File: config.mk
export PLATFORM = sky130hd
export DESIGN_NAME = uart_tx_port
export DESIGN_NICKNAME = d
export VERILOG_FILES = /design/src/rtl/uart_pkg.sv /design/src/rtl/byte_fifo.sv /design/src/rtl/uart_tx_port.sv
export SDC_FILE = /design/constraint.sdc
export NUM_CORES = 1
export LEC_CHECK = 0
export CAP_MARGIN = 20
export CORE_MARGIN = 1.5
export CORE_UTILIZATION = 51
export CTS_BUF_LIST = sky130_fd_sc_hd__clkbuf_16
export CTS_CLUSTER_SIZE = 8
export DETAILED_ROUTE_END_ITERATION = 6
export GPL_TIMING_DRIVEN = 0
export PLACE_DENSITY = 0.85
export SLEW_MARGIN = 20
export SYNTH_ARGS = -nofsm -noshare
export SYNTH_HDL_FRONTEND = slang
export SYNTH_SLANG_ARGS = --single-unit
export TNS_END_PERCENT = 1
File: constraint.sdc
create_clock -name clk -period 2.2 [get_ports clk]
set_input_delay 0.22 -clock clk [delete_from_list [all_inputs] [get_ports clk]]
set_output_delay 0.22 -clock clk [all_outputs]
set_load 0.02 [all_outputs]
File: src/rtl/uart_pkg.sv
// uart_pkg: FSM state encoding, status-bit positions and FIFO depth for uart_tx_port.
// The PARITY state exists only when UART_TX_PARITY_EN is defined.
package uart_pkg;

    typedef enum logic [2:0] {
        S_IDLE,
        S_START,
        S_DATA,
`ifdef UART_TX_PARITY_EN
        S_PARITY,
`endif
        S_STOP
    } state_t;

`ifdef UART_TX_PARITY_EN
    localparam state_t S_AFTER_DATA = S_PARITY;
`else
    localparam state_t S_AFTER_DATA = S_STOP;
`endif

    localparam int ST_FULL    = 0;
    localparam int ST_EMPTY   = 1;
    localparam int ST_BUSY    = 2;
    localparam int ST_OVF     = 3;
    localparam int ST_CNT_LSB = 4;

    localparam logic [2:0] FIFO_DEPTH = 3'd4;

endpackage

File: src/rtl/byte_fifo.sv
// byte_fifo: 4-entry byte FIFO; a push into a full FIFO is taken only when a pop happens alongside it.
module byte_fifo
    import uart_pkg::*;
(
    input  logic       clk,
    input  logic       rst,
    input  logic       push,
    input  logic       pop,
    input  logic [7:0] din,
    output logic [7:0] dout,
    output logic [2:0] count,
    output logic       full,
    output logic       empty
);
    logic [7:0] mem_q [4];
    logic [1:0] wr_q, rd_q;
    logic [2:0] cnt_q;
    logic       do_push, do_pop;

    assign empty   = cnt_q == 3'd0;
    assign full    = cnt_q == FIFO_DEPTH;
    assign count   = cnt_q;
    assign dout    = mem_q[rd_q];
    assign do_pop  = pop && !empty;
    assign do_push = push && (!full || do_pop);

    always_ff @(posedge clk)
        if (do_push) mem_q[wr_q] <= din;

    always_ff @(posedge clk or posedge rst) begin
        if (rst) begin
            wr_q  <= '0;
            rd_q  <= '0;
            cnt_q <= '0;
        end else begin
            if (do_push) wr_q <= wr_q + 2'd1;
            if (do_pop) rd_q <= rd_q + 2'd1;
            cnt_q <= cnt_q + {2'b0, do_push} - {2'b0, do_pop};
        end
    end

endmodule

File: src/rtl/uart_tx_port.sv
// uart_tx_port: port-mapped UART transmitter (data + status registers, 4-byte FIFO, 8N1 framing).
// Define UART_TX_PARITY_EN to insert an even-parity bit before STOP (11-bit frame).
module uart_tx_port
    import uart_pkg::*;
#(
    parameter logic [7:0] ADDR_DATA    = 8'h04,
    parameter logic [7:0] ADDR_STAT    = 8'h05,
    parameter int         CLKS_PER_BIT = 16
) (
    input  logic       clk,
    input  logic       rst,
    input  logic [7:0] address,
    input  logic [7:0] value_in,
    input  logic       wen,
    input  logic       ren,
    output logic [7:0] value_out,
    output logic       tx,
    output logic       busy
);
    localparam logic [7:0] BAUD_MAX = 8'(CLKS_PER_BIT - 1);

    state_t     state_q;
    logic [7:0] baud_q, data_q, vout_q, vout_d, status, dout;
    logic [2:0] bit_q, count;
    logic       tx_q, wen_q, ren_q, ovf_q, ovf_d;
    logic       push, pop, full, empty, rd_edge, rd_stat, tc;

    assign push      = wen && !wen_q && address == ADDR_DATA;
    assign rd_edge   = ren && !ren_q;
    assign rd_stat   = rd_edge && address == ADDR_STAT;
    assign pop       = state_q == S_IDLE && !empty;
    assign tc        = baud_q == BAUD_MAX;
    assign tx        = tx_q;
    assign busy      = state_q != S_IDLE || !empty;
    assign value_out = vout_q;

    byte_fifo u_fifo (
        .clk   (clk),
        .rst   (rst),
        .push  (push),
        .pop   (pop),
        .din   (value_in),
        .dout  (dout),
        .count (count),
        .full  (full),
        .empty (empty)
    );

    // Overflow: a dropped push sets it, a status read clears it, set wins.
    always_comb begin
        status                  = '0;
        status[ST_FULL]         = full;
        status[ST_EMPTY]        = empty;
        status[ST_BUSY]         = state_q != S_IDLE;
        status[ST_OVF]          = ovf_q;
        status[ST_CNT_LSB +: 3] = count;
        vout_d = rd_edge ? (rd_stat ? status : 8'h00) : vout_q;
        ovf_d  = (push && full && !pop) || (ovf_q && !rd_stat);
    end

    always_ff @(posedge clk or posedge rst) begin
        if (rst) begin
            wen_q  <= 1'b0;
            ren_q  <= 1'b0;
            ovf_q  <= 1'b0;
            vout_q <= '0;
        end else begin
            wen_q  <= wen;
            ren_q  <= ren;
            ovf_q  <= ovf_d;
            vout_q <= vout_d;
        end
    end

    // tx is registered from the current state, so the line trails the state by one cycle.
    always_ff @(posedge clk or posedge rst) begin
        if (rst) begin
            state_q <= S_IDLE;
            baud_q  <= '0;
            bit_q   <= '0;
            data_q  <= '0;
            tx_q    <= 1'b1;
        end else begin
            baud_q <= (state_q == S_IDLE || tc) ? '0 : baud_q + 8'd1;
            case (state_q)
                S_IDLE: begin
                    tx_q <= 1'b1;
                    if (!empty) begin
                        data_q  <= dout;
                        state_q <= S_START;
                    end
                end
                S_START: begin
                    tx_q <= 1'b0;
                    if (tc) begin
                        bit_q   <= '0;
                        state_q <= S_DATA;
                    end
                end
                S_DATA: begin
                    tx_q <= data_q[bit_q];
                    if (tc) begin
                        bit_q <= bit_q + 3'd1;
                        if (bit_q == 3'd7) state_q <= S_AFTER_DATA;
                    end
                end
`ifdef UART_TX_PARITY_EN
                S_PARITY: begin
                    tx_q <= ^data_q;
                    if (tc) state_q <= S_STOP;
                end
`endif
                S_STOP: begin
                    tx_q <= 1'b1;
                    if (tc) state_q <= S_IDLE;
                end
                default: begin
                    tx_q    <= 1'b1;
                    state_q <= S_IDLE;
                end
            endcase
        end
    end

endmodule

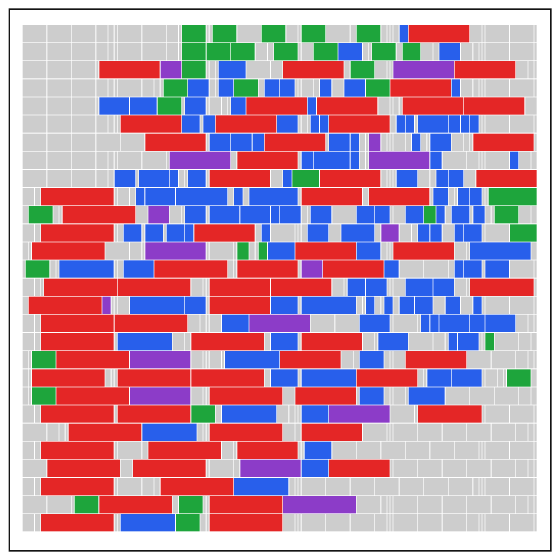
class_map.png
Fill, decap, tap and diode cells in gray.
red -> registers  # cells 71, share of their area 52%
green -> remaining buffers and delay cells  # cells 35, share of their area 9.0%
purple -> clock drivers and dummy loads  # cells 16, share of their area 8.0%
blue -> remaining logic cells  # cells 128, share of their area 31%
register share of the cell area: 0.5060
number of rows created at floorplan: 28

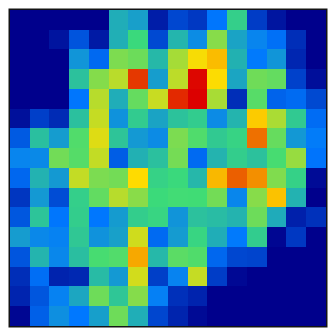
route_heat.png
The die is cut into 16 by 16 equal tiles; dark blue is low, red is high, scaled to the fullest tile. Values are wire area over tile area, all layers added.
densest ninth of the die = top middle
tiles over half the peak = 25%
emptiest ninth of the die = bottom right
nearly empty tiles = 17%
fullest tile = 0.38
mean over tiles = 0.12
routed wire length: 5280 um
global-route total usage across every layer: 0.1865
post-DR wirelength/cell: 16.25 um

==> git commit body <==
Record implementation results from latest flow run

- The flow ran to the end, and the final reports show no timing, DRC or antenna violations.
* Post-Place Worst Slack: -325.7 ps
- For reference, the critical path cell chain is o31a_1 -> buf_6 -> ha_1 -> inv_1 -> ha_1 -> fa_1 -> xnor2_1.
- Post-DP Area: 0.003502 mm2
- CTS placed an instance of sky130_fd_sc_hd__clkbuf_16 at the clock tree root.
- Counting pins that exceed their max-slew limit in the final report gives 0.
- Post-synthesis adder-cell area fraction: 0.05880
* Group drawing the most power: the clock network
- Of the total power, the clock network draws 0.483.
- Syn nets: between 200 and 250
- The placement summary gives the final routability congestion estimate as 0.7689.
- Along the worst path, the maximum fanout reaches 10.
- Leading registers by flop count: u_fifo.mem_q: 32 flops, baud_q: 8 flops, data_q: 8 flops
* Post-synth cell types: between 40 and 50
* Shortest period the worst path allows: 2103 ps
- Worst path arrival time: between 2000 and 2500 ps
* Area taken by flip-flops and latches: 0.001939 mm2
- The capture point of the critical path was reported as u_fifo.count[2].
- The routed design uses 2755 um of met2 wire.
- Number of placed instances with taps included: ~310
- Per the log, the first TritonRoute iteration ended with a DRC count of 88.
* Xor and xnor area share after synthesis: 0.02255
- Top cells by area, synth: sky130_fd_sc_hd__edfxtp_1 (31%), sky130_fd_sc_hd__dfrtp_1 (31%), sky130_fd_sc_hd__mux4_2 (7.2%)
- Setup repair after global routing could not meet its margin everywhere.
- Number of logic gates: 118
- Main logic family: multiplexers
* Final layout net count: roughly 280
* Critical Setup Path Class: flip-flop to flip-flop
* Core utilization before placement: 0.5278
- Dividing total power by cell area gives a power density of 774.8 mW/mm2.
- Max stage delay on crit path: ~460 ps
- Post-synth top area cell: sky130_fd_sc_hd__edfxtp_1
- Per the run report, area growth between synthesis and finish was 23.36%.
* Number of flops mapped to enable cells by yosys: 32
- Met1 track demand over resource: 0.2369
- Per the GRT congestion report, total overflow comes to 0.
- Non-clock buffer count: 35
* CLK BUF: 9
* Yosys-reported design area after synthesis: 0.003107 mm2
- TritonCTS clock tree: yes
* Accumulated negative setup slack: 0 ps
- Per report_power, the Combinational row totals approximately 110 uW.
- Per the OpenROAD floorplan log, the area of the die is 0.006569 mm2.
- In the synthesized netlist the async set-or-reset flop fraction comes to 0.5493.
* Global Route met2 Usage: 0.3033
* Total clock buffers created by CTS: 9
- Resized cells post-CTS: 10
- Summing all multiplexer cells gives an area fraction of 0.1148.
* Synthesized area: 0.003107 mm2
- Non-filler instance count after layout: 325
* Stages on worst setup path: 7
- Sort of element at the start of the critical path: flip-flop
* Fraction of final layout cells sized beyond drive strength 1: 0.2280
- The layer flagged by global routing as most heavily used is met2.
* Crit path buffers/inverters: 2
- Worst-skew pair later-pin latency: about 330 ps
- Post-DP HPWL: 3565 um
- Part of the Yosys area used for sequential elements: 0.6238
- Per the detail_route log, met3 wirelength is 129 um.
- 0 antenna diodes ended up in the layout.
- Non-clock inverters in the final layout number 10.
- Counting stages on the worst path, the most repeated cell is sky130_fd_sc_hd__ha_1.
- Looking at the reg2reg group, the worst path ends at u_fifo.count[2].
- Combinational share of cell area: 0.2938
- Required time at the worst-slack endpoint: 2410 ps
- Input/output buffers: 28
- Element type at the critical path end: flip-flop
- The power report lists the sequential group at about 1400 uW.
- Yosys Instances: 206
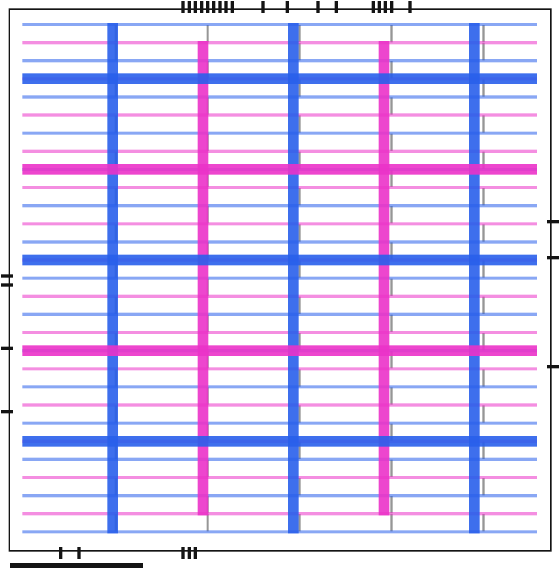
floorplan.png
The bar under the picture is 20 um long. Pins as bars on the die edge. Tap cells in gray.
blue -> VSS
magenta -> VDD
rows = 28
tap cells = 75
Chip Width: 81.05 um
core region area: 0.005886 mm2
die boundary height: 81.05 um
worst supply voltage drop on vdd: 0.0005331 V

Power and IR drop assume default switching activity.
